Design trdb_d5m_pixel_source_flat, sky130hd; sources not shown.
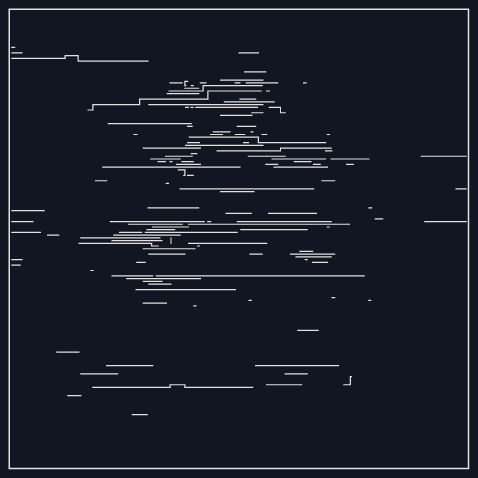
m3.png
Scale: 4 px per um.
nets with wire on the layer = 90
wire length on this layer = 1180 um
longest straight run = 52.0 um
via count of the routed design: 5268
met3 capacity usage during global routing: 6.72%
post-detailed-routing wire length: 16.1 mm

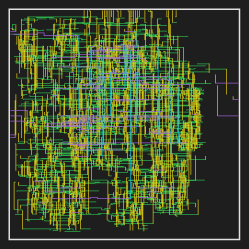
layers.png
Scale: 2 px per um.
M3 -> purple  # wire length 1180 um
M2 -> yellow  # wire length 7150 um
M1 -> green  # wire length 7100 um
M4 -> cyan  # wire length 682 um
Overall Global Routing Usage: 26.0%
mean routed wirelength per cell: 18.5 um

==> impl_results.rst <==
Implementation results
======================

.. list-table::
   :header-rows: 1

   * - Metric
     - Value
   * - Result of the run
     - finished, violations left
   * - Failing checks
     - max-capacitance violations, max-slew violations
   * - Most common logic cells in the final layout
     - sky130_fd_sc_hd__dfrtp_1 (84), sky130_fd_sc_hd__nand2_1 (64), sky130_fd_sc_hd__nor2_1 (60)
   * - Nature of the critical path startpoint
     - register
   * - Endpoint type of the worst setup path
     - register
   * - Final count of pins violating max slew
     - 40
   * - Total power density per cell area
     - 310 nW/um^2
   * - Clock transition time at the flip-flop clock pins of the worst setup and hold paths
     - 0.06 ns
   * - Finished Layout Cells
     - 871
   * - Buffer type at the clock tree root
     - sky130_fd_sc_hd__clkbuf_16
   * - Area Overhead vs Synth
     - 15.3%
   * - Class of the most critical setup path
     - reg -> reg
   * - Remaining design rule violation count
     - 0
   * - Hold Vio Cnt, Final
     - 0
   * - Number of setup buffers added after CTS
     - 0
   * - Worst relative slew slack
     - -30.5%
   * - Number of buffers on the longest clock path
     - 2
   * - Most common cell after layout, fill and taps aside
     - sky130_fd_sc_hd__dfrtp_1
   * - Number of top-level pins
     - 39
   * - Pin count of the biggest net entering global routing
     - 46
   * - VDD IR-drop max
     - between 0.0002 and 0.0003 V
   * - Arrival time reported for the critical path endpoint
     - 3.36 ns
   * - Number of global-route vias before repair
     - 5129
   * - Routed via count divided by cell count
     - just over 6
   * - Most instantiated flip-flop cell in the synthesis netlist
     - sky130_fd_sc_hd__dfrtp_1
   * - Drt first-iter violations
     - 463
   * - Per-instance average area after synthesis
     - 8.74 um^2
   * - Reported leakage power
     - 2.86 nW
   * - Core outline area
     - 12200 um^2
   * - Achievable clock frequency
     - 316 MHz
   * - Tightest Pin Transition
     - 1.95 ns
   * - Pre-Repair DR Iteration Count
     - 5
   * - Ys flops
     - 84
   * - Area of the die
     - 13100 um^2
   * - Total placed cells including tap cells
     - approximately 860
   * - Share of the cycle needed by the critical path after routing
     - roughly 55%
   * - Tool Warnings
     - 34
   * - Total grt overflow
     - 0
   * - Wire length of the first global-routing pass
     - 26.1 mm
   * - Initial antenna violation count
     - 0
   * - Type of the worst min-delay path
     - reg -> reg
   * - Data required time at the worst endpoint
     - 5.90 ns
   * - Fraction of layout cells with a size suffix above 1
     - 7.82%
   * - Max-cap check violation count
     - 1
   * - Antenna violation net count after detailed routing
     - 0
   * - Number of instances in the synthesized netlist
     - 651
   * - Worst r2r path cells
     - 10
   * - Starting Density
     - a little under half
   * - Reg-to-reg setup timing slack
     - ~2.5 ns
   * - Unrepaired setup endpoints after global routing
     - false
   * - Number of cells in Yosys stat
     - 651
   * - Portion of synthesized cell area occupied by the leading cell type
     - between 30 and 40%
   * - Number of antenna cells inserted
     - 0
   * - Total cell area reported by yosys after synthesis
     - approximately 5700 um^2
   * - Post-synth cell types
     - 66
   * - Largest cells by area after synthesis
     - sky130_fd_sc_hd__dfrtp_1 (37%), sky130_fd_sc_hd__xnor2_1 (6.6%), sky130_fd_sc_hd__ha_1 (4.8%), sky130_fd_sc_hd__nand2_1 (4.2%), sky130_fd_sc_hd__nor2_1 (4.0%)
   * - Number of clock buffers inserted by TritonCTS
     - 9
   * - Fraction of synthesis flops using an asynchronous set or reset pin
     - 100%
   * - Ys Warns
     - 0
   * - Number of stages on the worst hold path
     - 2
   * - Later-pin clock latency in the skew report
     - 0.35 ns
   * - Final setup violating endpoints
     - 0
-- Yosys cell counts (6+ instances only) --
master	number
sky130_fd_sc_hd__inv_1	17
sky130_fd_sc_hd__and2_1	7
sky130_fd_sc_hd__xnor2_1	43
sky130_fd_sc_hd__xor2_1	15
sky130_fd_sc_hd__nand3_1	28
sky130_fd_sc_hd__dfrtp_1	84
sky130_fd_sc_hd__nor3_2	11
sky130_fd_sc_hd__nand2_1	64
sky130_fd_sc_hd__o31ai_1	9
sky130_fd_sc_hd__nand4_1	19
sky130_fd_sc_hd__a211oi_1	6
sky130_fd_sc_hd__clkbuf_1	25
sky130_fd_sc_hd__buf_2	10
sky130_fd_sc_hd__and3_1	14
sky130_fd_sc_hd__o21ai_0	35
sky130_fd_sc_hd__nor3_1	17
sky130_fd_sc_hd__a221o_1	8
sky130_fd_sc_hd__nor2_1	60
sky130_fd_sc_hd__a22o_1	11
sky130_fd_sc_hd__o21ai_1	17
sky130_fd_sc_hd__a21oi_1	31
sky130_fd_sc_hd__ha_1	22
sky130_fd_sc_hd__nor4_1	11
-- worst max-delay path, cell delays in order (launching register included) --
cell	delay [ns]
sky130_fd_sc_hd__dfrtp_1	0.47
sky130_fd_sc_hd__ha_1	0.18
sky130_fd_sc_hd__buf_2	0.20
sky130_fd_sc_hd__nand3_1	0.11
sky130_fd_sc_hd__xnor2_1	0.38
sky130_fd_sc_hd__ha_1	0.37
sky130_fd_sc_hd__o221a_2	0.32
sky130_fd_sc_hd__o311ai_0	0.42
sky130_fd_sc_hd__a21oi_1	0.13
sky130_fd_sc_hd__o2111ai_1	0.26
sky130_fd_sc_hd__o2111ai_1	0.16
-- through the flow --
step	hold slack (ns)	util, %	instance area, um^2	total power, mW	setup slack (ns)
2_1_floorplan	0.469	-	5690	1.25	2.96
3_3_place_gp	0.458	51.4	6250	1.45	1.59
3_5_place_dp	0.477	51.6	6280	1.48	2.62
4_1_cts	0.491	53.9	6560	2.04	2.58
5_1_grt	0.514	53.9	6560	2.15	2.34
6_report	0.484	53.9	6560	2.03	2.54
-- kinds of logic (layout without fill, tap and decap cells) --
kind of cell / count (synthesis) / after routing / share of synthesized area [%]
other: 1 / 1 / 0.0659
buffers and inverters: 57 / 109 / 4.44
flip-flops: 84 / 84 / 37.0
XOR/XNOR: 58 / 58 / 8.93
AND-OR/OR-AND: 157 / 157 / 18.0
multiplexers: 7 / 7 / 1.32
adder cells (fa/ha/maj): 23 / 23 / 5.19
AND/OR/NAND/NOR: 264 / 264 / 25.1
-- area by class of cell --
class	instances	area (um^2)	share of cell area (%)
multi-input combinational	510	3330	50.8
sequential	84	2100	32.1
timing repair buffer	36	378	5.76
clock buffer	11	243	3.70
tap	168	210	3.21
buffer	40	189	2.88
inverter	17	65.1	0.992
clock inverter	5	36.3	0.553
-- report_power, final --
part           internal (mW)  switching [mW]  total, mW
clock                  0.308           0.252      0.560
sequential             0.676          0.0791      0.755
combinational          0.251           0.468      0.719
-- layer usage --
metal	part of all wire [%]	vias up	global-route usage (%)
met4	4.2	0	11.9
met1	44	2539	34.7
met3	7.3	57	6.72
met2	44	217	39.4
li1	-	2455	-
met5	0	-	0
Power and IR drop assume default switching activity.
